## src/rtl/rgb_pwm_fader.sv

```systemverilog
// Multi-channel LED PWM driver with off/static/breathe/blink modes.
// New settings are staged and applied only at PWM period boundaries.
module rgb_pwm_fader #(
  parameter int CHANNELS   = 3,
  parameter int PWM_BITS   = 8,
  parameter int PRESCALE   = 188,
  parameter int BLINK_LOG2 = 6
) (
  input  logic                         i_clk,
  input  logic                         i_rst,
  input  logic                         i_load,
  input  logic [2*CHANNELS-1:0]        i_mode,
  input  logic [PWM_BITS*CHANNELS-1:0] i_level,
  output logic [CHANNELS-1:0]          o_led,
  output logic                         o_period
);

  localparam int PW = (PRESCALE > 1) ? $clog2(PRESCALE) : 1;
  localparam int MW = 2 * CHANNELS;
  localparam int LW = PWM_BITS * CHANNELS;
  localparam logic [PW-1:0] PRE_MAX = PW'(PRESCALE - 1);

  localparam logic [1:0] M_STATIC  = 2'd1;
  localparam logic [1:0] M_BREATHE = 2'd2;
  localparam logic [1:0] M_BLINK   = 2'd3;

  typedef enum logic {RISE, FALL} bst_t;

  logic [PW-1:0]         presc;
  logic [PWM_BITS-1:0]   pwm_cnt;
  logic [BLINK_LOG2-1:0] blk_cnt;
  logic                  blk_on;
  logic [MW-1:0]         pend_mode, act_mode, eff_mode;
  logic [LW-1:0]         pend_level, act_level, eff_level;
  logic                  pend_flag;
  logic                  tick, boundary, xfer;
  logic [CHANNELS-1:0]   led_d;

  logic [PWM_BITS-1:0] ramp    [CHANNELS];
  logic [PWM_BITS-1:0] ramp_nx [CHANNELS];
  bst_t                st      [CHANNELS];
  bst_t                st_nx   [CHANNELS];

  assign tick     = (presc == PRE_MAX);
  assign boundary = tick && (pwm_cnt == '1);
  assign xfer     = boundary && pend_flag;

  // Settings that will be active in the period starting after this cycle
  assign eff_mode  = xfer ? pend_mode  : act_mode;
  assign eff_level = xfer ? pend_level : act_level;

  always_ff @(posedge i_clk or posedge i_rst) begin
    if (i_rst) begin
      presc      <= '0;
      pwm_cnt    <= '0;
      blk_cnt    <= '0;
      blk_on     <= 1'b1;
      pend_mode  <= '0;
      pend_level <= '0;
      pend_flag  <= 1'b0;
      act_mode   <= '0;
      act_level  <= '0;
      o_led      <= '0;
      o_period   <= 1'b0;
    end else begin
      presc    <= tick ? '0 : presc + 1'b1;
      o_period <= boundary;
      o_led    <= led_d;
      if (tick) pwm_cnt <= pwm_cnt + 1'b1;
      if (boundary) begin
        blk_cnt <= blk_cnt + 1'b1;
        if (blk_cnt == '1) blk_on <= ~blk_on;
      end
      // A load on the boundary cycle stays pending for the next period
      if (i_load) begin
        pend_mode  <= i_mode;
        pend_level <= i_level;
        pend_flag  <= 1'b1;
      end else if (xfer) begin
        pend_flag  <= 1'b0;
      end
      if (xfer) begin
        act_mode  <= pend_mode;
        act_level <= pend_level;
      end
    end
  end

  always_ff @(posedge i_clk or posedge i_rst) begin
    if (i_rst) begin
      for (int c = 0; c < CHANNELS; c++) begin
        ramp[c] <= '0;
        st[c]   <= RISE;
      end
    end else if (boundary) begin
      for (int c = 0; c < CHANNELS; c++) begin
        ramp[c] <= ramp_nx[c];
        st[c]   <= st_nx[c];
      end
    end
  end

  always_comb begin
    for (int c = 0; c < CHANNELS; c++) begin
      ramp_nx[c] = ramp[c];
      st_nx[c]   = st[c];
      if (eff_mode[2*c +: 2] != M_BREATHE ||
          act_mode[2*c +: 2] != M_BREATHE) begin
        ramp_nx[c] = '0;
        st_nx[c]   = RISE;
      end else if (ramp[c] > eff_level[PWM_BITS*c +: PWM_BITS]) begin
        ramp_nx[c] = eff_level[PWM_BITS*c +: PWM_BITS];
        st_nx[c]   = FALL;
      end else if (st[c] == RISE) begin
        if (ramp[c] < eff_level[PWM_BITS*c +: PWM_BITS]) begin
          ramp_nx[c] = ramp[c] + 1'b1;
        end else begin
          st_nx[c]   = FALL;
          ramp_nx[c] = (ramp[c] == '0) ? '0 : ramp[c] - 1'b1;
        end
      end else begin
        if (ramp[c] != '0) begin
          ramp_nx[c] = ramp[c] - 1'b1;
        end else begin
          st_nx[c]   = RISE;
          ramp_nx[c] = (eff_level[PWM_BITS*c +: PWM_BITS] == '0) ?
                       '0 : ramp[c] + 1'b1;
        end
      end
    end
  end

  always_comb begin
    led_d = '0;
    for (int c = 0; c < CHANNELS; c++) begin
      case (act_mode[2*c +: 2])
        M_STATIC:
          led_d[c] = pwm_cnt < act_level[PWM_BITS*c +: PWM_BITS];
        M_BREATHE:
          led_d[c] = pwm_cnt < ramp[c];
        M_BLINK:
          led_d[c] = blk_on &&
                     (pwm_cnt < act_level[PWM_BITS*c +: PWM_BITS]);
        default:
          led_d[c] = 1'b0;
      endcase
    end
  end

endmodule

```

## config.mk

```make
export PLATFORM = sky130hd
export DESIGN_NAME = rgb_pwm_fader
export DESIGN_NICKNAME = d
export VERILOG_FILES = /design/src/rtl/rgb_pwm_fader.sv
export SDC_FILE = /design/constraint.sdc
export NUM_CORES = 1
export LEC_CHECK = 0
export CAP_MARGIN = 20
export CORE_MARGIN = 5
export CORE_UTILIZATION = 33
export DETAILED_ROUTE_END_ITERATION = 10
export PLACE_DENSITY = 0.6
export SLEW_MARGIN = 20
export SYNTH_ARGS = -nofsm -noshare
export SYNTH_HDL_FRONTEND = slang
export SYNTH_SLANG_ARGS = --single-unit
```

## constraint.sdc

```tcl
create_clock -name i_clk -period 7.3 [get_ports i_clk]
set_clock_uncertainty 0.05 [all_clocks]
set_input_delay 0.73 -clock i_clk [delete_from_list [all_inputs] [get_ports i_clk]]
set_output_delay 0.73 -clock i_clk [all_outputs]
set_load 0.005 [all_outputs]
```

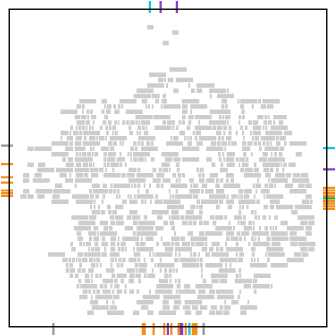
run_1/pins.png
Pins as bars across the die edge, other pins in grey.
Orange shows `i_level`, pins 24, direction input, edge 10 bottom, 8 right, 6 left. Purple shows `i_mode`, pins 6, direction input, edge 3 bottom, 2 top, 1 right. Green shows `i_load`, pins 1, direction input, edge right. Cyan shows `o_led`, pins 3, direction output, edge 1 right, 1 bottom, 1 top.
port buffer count: 36
Die Span X: 163 um

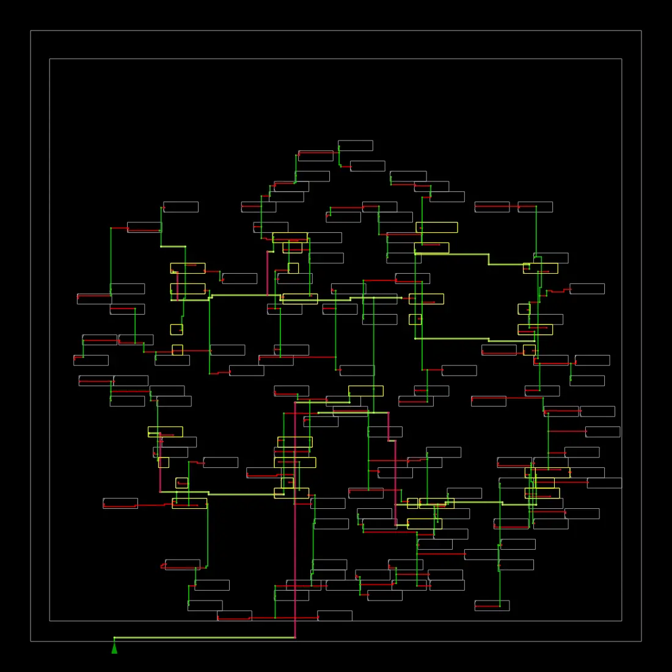
run_1/final_clocks.png
number of clock sinks: 115
clock network power: 0.864 mW
Clock Buffer Count: 19
sequential cell count: 115
clock buffer count from CTS: 17

==> Table 3: Implementation characteristics, run 1 <==
Physical design parameters

Parameter                              Value

Timing
  Number of setup violations in the final report    0
  Share of the clock period used by the worst path after layout    0.654
  Worst relative slew slack    0.379
  Period minus WS final    ~4800 ps
  F_max    0.209 GHz

Layout
  Buffers outside the clock class    approximately 40
  Logic area    approximately 4400 um2
  Inverters    75
  Comb area share    0.492
  Sequential portion of the cell area    0.322
  Clk cell area share    0.0674

Min path
  Terminating pin of the worst hold path    blk_cnt[5]

Synth
  Yosys cell count    between 800 and 900
  Leading post-synthesis cells by instance count    114 x sky130_fd_sc_hd__dfrtp_1, 75 x sky130_fd_sc_hd__nand2_1, 72 x sky130_fd_sc_hd__ha_1, 72 x sky130_fd_sc_hd__inv_1, 50 x sky130_fd_sc_hd__a21oi_1
  Yosys chip area    roughly 7700 um2
  Most frequent cell after synthesis    sky130_fd_sc_hd__dfrtp_1
  Top cell area share    0.372
  Warning count from the yosys run    0
  Post-synthesis average cell area    approximately 9.4 um2
  Library cells used by synthesis    approximately 76
  Largest area contributor in the synthesized netlist    sky130_fd_sc_hd__dfrtp_1

Drt
  Post-DRT Antenna Nets    0
  # DRC    0
  Number of vias in the routed layout    around 6.4k

Global route
  Pin count of the biggest net entering global routing    between 80 and 90

Clock tree
  Cts-stage hold buffer count    0
  Count of buffers added by post-CTS timing repair for setup    0

Floorplanning
  Num ports    37
  Core Region    ~23000 um2
  Std-Cell Rows    ~55

Run
  Stage-log warning count    32

Setup path
  Highest fanout seen on the critical path    19
  Crit path arrival time    5040 ps
  Buffer-and-inverter tally for the worst setup path    0
  FF-to-FF Start    pwm_cnt[1]

Outcome
  Status    finished clean

Place
  HPWL reported at the end of detailed placement    14600 um

Power and ir drop
  Power attributed to sequential cells    ~0.67 mW
  Leakage Power    3.92 nW
  Cell-internal power    1.21 mW
  Power per Cell Area    178 nW/um2
  Switching power summed over all nets    between 0.3 and 0.4 mW
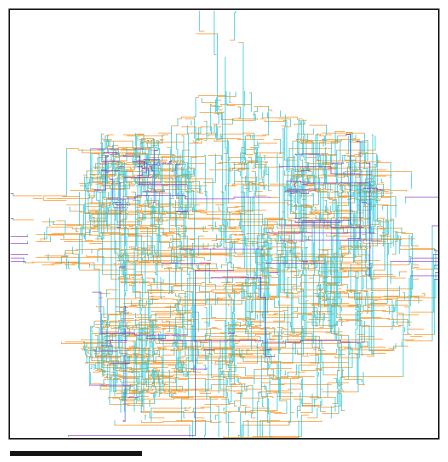
run_1/metal_stack.png
The bar under the picture is 50 um long.
Orange shows met1, wire length 9920 um. Purple shows met3, wire length 935 um. Cyan shows met2, wire length 9230 um. Blue shows met4, wire length 351 um.

==> run 1: cell usage in the layout (no fill, tap or decap), types with 25 or more instances in the layout <==
master                            count
sky130_fd_sc_hd__dfrtp_1            114
sky130_fd_sc_hd__inv_1               71
sky130_fd_sc_hd__o21ai_0             44
sky130_fd_sc_hd__xnor2_1             28
sky130_fd_sc_hd__a21oi_1             50
sky130_fd_sc_hd__nand2_1             75
sky130_fd_sc_hd__mux2_2              30
sky130_fd_sc_hd__nand3_1             25
sky130_fd_sc_hd__a21o_1              26
sky130_fd_sc_hd__nor2_1              42
sky130_fd_sc_hd__ha_1                72
sky130_fd_sc_hd__clkdlybuf4s50_1     35
==> run 1: cell families after synthesis <==
kind of cell / after synthesis / share of synthesized area
AND-OR/OR-AND: 199 / 0.176
AND/OR/NAND/NOR: 252 / 0.169
buffers and inverters: 100 / 0.0517
adder cells (fa/ha/maj): 75 / 0.122
XOR/XNOR: 35 / 0.0419
multiplexers: 43 / 0.0642
flip-flops: 115 / 0.375
==> run 1: metrics by stage <==
stage	power [mW]	hold WS (ps)	util	worst slack, ps	area, um2
2_1_floorplan	0.707	392	-	3050	7680
3_3_place_gp	0.739	410	0.366	2630	8340
3_5_place_dp	0.740	425	0.366	2630	8340
4_1_cts	1.60	433	0.393	2610	8950
5_1_grt	1.64	449	0.393	2200	8950
6_report	1.59	423	0.393	2530	8950
==> run 1: flip-flops by register name, summed over array words and instances, names as in the netlist <==
signal	flops
presc	8
pend_mode	6
blk_cnt	6
blk_on	1
pwm_cnt	8
o_led	3
ramp	24
act_level	24
o_period	1
act_mode	6
pend_level	24
pend_flag	1
st	3
==> run 1: layer usage <==
layer,track usage,wire length (um)
met5,0,0
met4,0.0503,350
met3,0.0364,934
met2,0.246,9230
met1,0.225,9920
run_1/registers.png
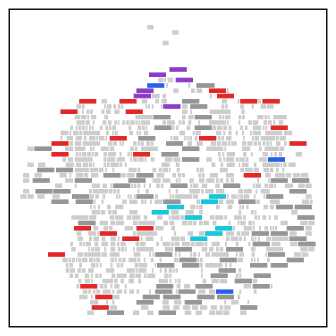

==> inputs of run 2 (changes only) <==
==> constraint.sdc (replaced) <==
create_clock -name i_clk -period 4.94 [get_ports i_clk]
set_clock_uncertainty 0.05 [all_clocks]
set_input_delay 0.494 -clock i_clk [delete_from_list [all_inputs] [get_ports i_clk]]
set_output_delay 0.494 -clock i_clk [all_outputs]
set_load 0.005 [all_outputs]
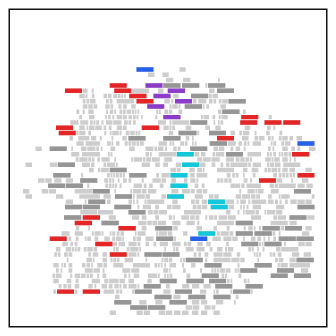
run_2/registers.png
Red shows `ramp`, sequential cells 24. Blue shows `o_led`, sequential cells 3. Cyan shows `pwm_cnt`, sequential cells 8, where middle. Purple shows `blk_cnt`, sequential cells 6, where top middle.
Another 74 sequential cells are not coloured.
area occupied by registers: 2880 um2
power attributed to sequential cells: 0.991 mW
sequential portion of the cell area: 0.320
final design utilization: 0.395

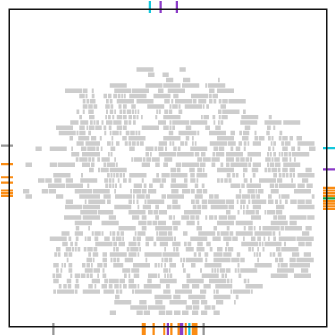
run_2/pins.png
Pins as bars across the die edge, other pins in grey.
Cyan shows `o_led`, pins 3, direction output, edge 1 right, 1 bottom, 1 top. Orange shows `i_level`, pins 24, direction input, edge 10 bottom, 8 right, 6 left. Green shows `i_load`, pins 1, direction input, edge right. Purple shows `i_mode`, pins 6, direction input, edge 3 bottom, 2 top, 1 right.
All pins by edge: 16 bottom, 11 right, 7 left, 3 top.

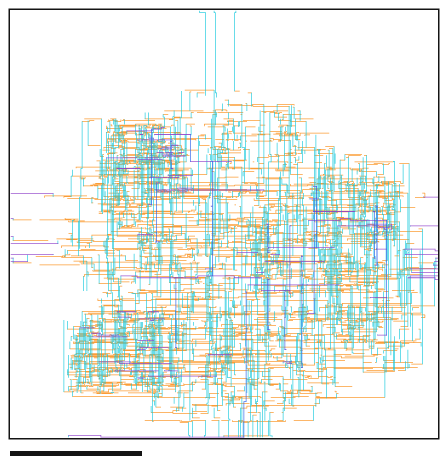
run_2/metal_stack.png
The bar under the picture is 50 um long.
Blue shows met4, wire length 467 um. Orange shows met1, wire length 9790 um. Cyan shows met2, wire length 9440 um. Purple shows met3, wire length 863 um.
number of vias in the routed layout: 6256
overall routed net length: 20600 um
aggregate global-route resource usage: 0.162

==> run 2 against run 1 <==
Compared with the run above:
- critical path depth rose by 1
- critical path type unchanged
- fmax is 5.7% higher
- total power is 45% higher
- via count decreased by 1.7%
- sequential power grew 47%
- routed wire length rose by 0.61%
==> Table 3: Implementation characteristics, run 2 <==
Physical design parameters

Parameter                              Value

Layout
  Total non-filler cell area in the finished layout    9000 um2 (+0.57%)
  Highest-count logic cell in the final layout    sky130_fd_sc_hd__dfrtp_1
  Regs by FF count    act_level x24, pend_level x24, ramp x24

Floorplanning
  Core Region    22800 um2 (unchanged)
  Num ports    37 (unchanged)
  Die Span X    163 um (unchanged)

Run
  Stage-log warning count    32 (unchanged)

Timing
  Number of setup violations in the final report    0 (unchanged)
  Period minus WS final    4520 ps (-258 ps)

Power and ir drop
  Power per Cell Area    257 nW/um2 (+45%)
  Switching power summed over all nets    0.541 mW (+42%)
  Total power consumption of the routed design    2.31 mW (+45%)
  Clock network power    1.24 mW (+44%)
  Cell-internal power    1.77 mW (+46%)

Global route
  Pin count of the biggest net entering global routing    44 (-47%)
  Busiest metal layer after global routing    met2
  Met3 usage in global routing    0.0276 (-0.00886)
  Met2 track utilization from global routing    0.256 (+0.0106)
  GR Util met1    0.225 (-0.000439)

Setup path
  Crit path arrival time    4810 ps (-230 ps)
  FF-to-FF Start    pwm_cnt[1]
  Buffer-and-inverter tally for the worst setup path    0 (unchanged)

Synth
  Simple-gate share of the synthesized area    0.169 (unchanged)
  And-or/or-and share of the synthesized area    0.176 (unchanged)
  Yosys chip area    7680 um2 (unchanged)
  Mux frac, synth    0.0642 (unchanged)
  Library cells used by synthesis    76 (unchanged)
  Top logic family    AND-OR/OR-AND gates
  Most frequent cell after synthesis    sky130_fd_sc_hd__dfrtp_1
  Largest area contributor in the synthesized netlist    sky130_fd_sc_hd__dfrtp_1
  Yosys cell count    819 (unchanged)
  XOR/XNOR Area Share    0.0419 (unchanged)
  Top cell area share    0.372 (unchanged)
  Yosys adder share    0.122 (unchanged)

Drt
  Highest Signal Layer    met4
  Post-DRT Antenna Nets    0 (unchanged)
  Amount of wire on met3 after detailed routing    863 um (-7.6%)
  Met1 Wirelength    9790 um (-1.4%)
  # DRC    0 (unchanged)

Clock tree
  Number of clock sinks    115 (unchanged)
  Count of buffers added by post-CTS timing repair for setup    0 (unchanged)
  Clock buffer count from CTS    17 (unchanged)
  Cts-stage hold buffer count    0 (unchanged)

Place
  Instance area at placement    8410 um2 (+0.81%)
  Port buffer count    36 (unchanged)

Outcome
  Status    finished clean
-- run 2: netlist changes by cell type in the layout (fill, tap and decap cells not counted), sizes merged --
| cell | before | now |
|---|---|---|
| clkinv | 5 | 6 |
| buf | 5 | 14 |
| clkbuf | 19 | 18 |
-- run 2: metrics by stage --
| step | hold slack (ps) | setup slack (ps) | instances |
|---|---|---|---|
| 6_report | 427 | 425 | 1188 |
| 3_5_place_dp | 415 | 486 | 1156 |
| 5_1_grt | 448 | 126 | 1188 |
| 3_3_place_gp | 416 | 623 | 1156 |
| 4_1_cts | 427 | 462 | 1188 |
| 2_1_floorplan | 392 | 689 | 819 |
-- run 2: layout make-up --
cell class,count,area share
Tap cell,313,0.0435
Multi-Input combinational cell,604,0.489
Clock inverter,14,0.0168
Inverter,75,0.0316
Timing Repair Buffer,49,0.0503
Sequential cell,115,0.320
Clock buffer,18,0.0488
-- run 2: how the worst max path moves through the flow --
stage               start       end  slack (ps)  depth (start not counted)
6_report       pwm_cnt[1]  ramp[10]         420                         15
5_1_grt        pwm_cnt[1]  ramp[10]         130                         15
4_1_cts        pwm_cnt[1]  ramp[10]         460                         15
3_5_place_dp   pwm_cnt[1]  ramp[10]         490                         15
3_3_place_gp   pwm_cnt[1]  ramp[10]         620                         15
2_1_floorplan  pwm_cnt[1]   ramp[4]         690                         19
-- run 2: cell families after synthesis --
kind of cell	count (synthesis)
AND/OR/NAND/NOR	252
flip-flops	115
AND-OR/OR-AND	199
adder cells (fa/ha/maj)	75
buffers and inverters	100
multiplexers	43
XOR/XNOR	35
Power and IR drop assume default switching activity.
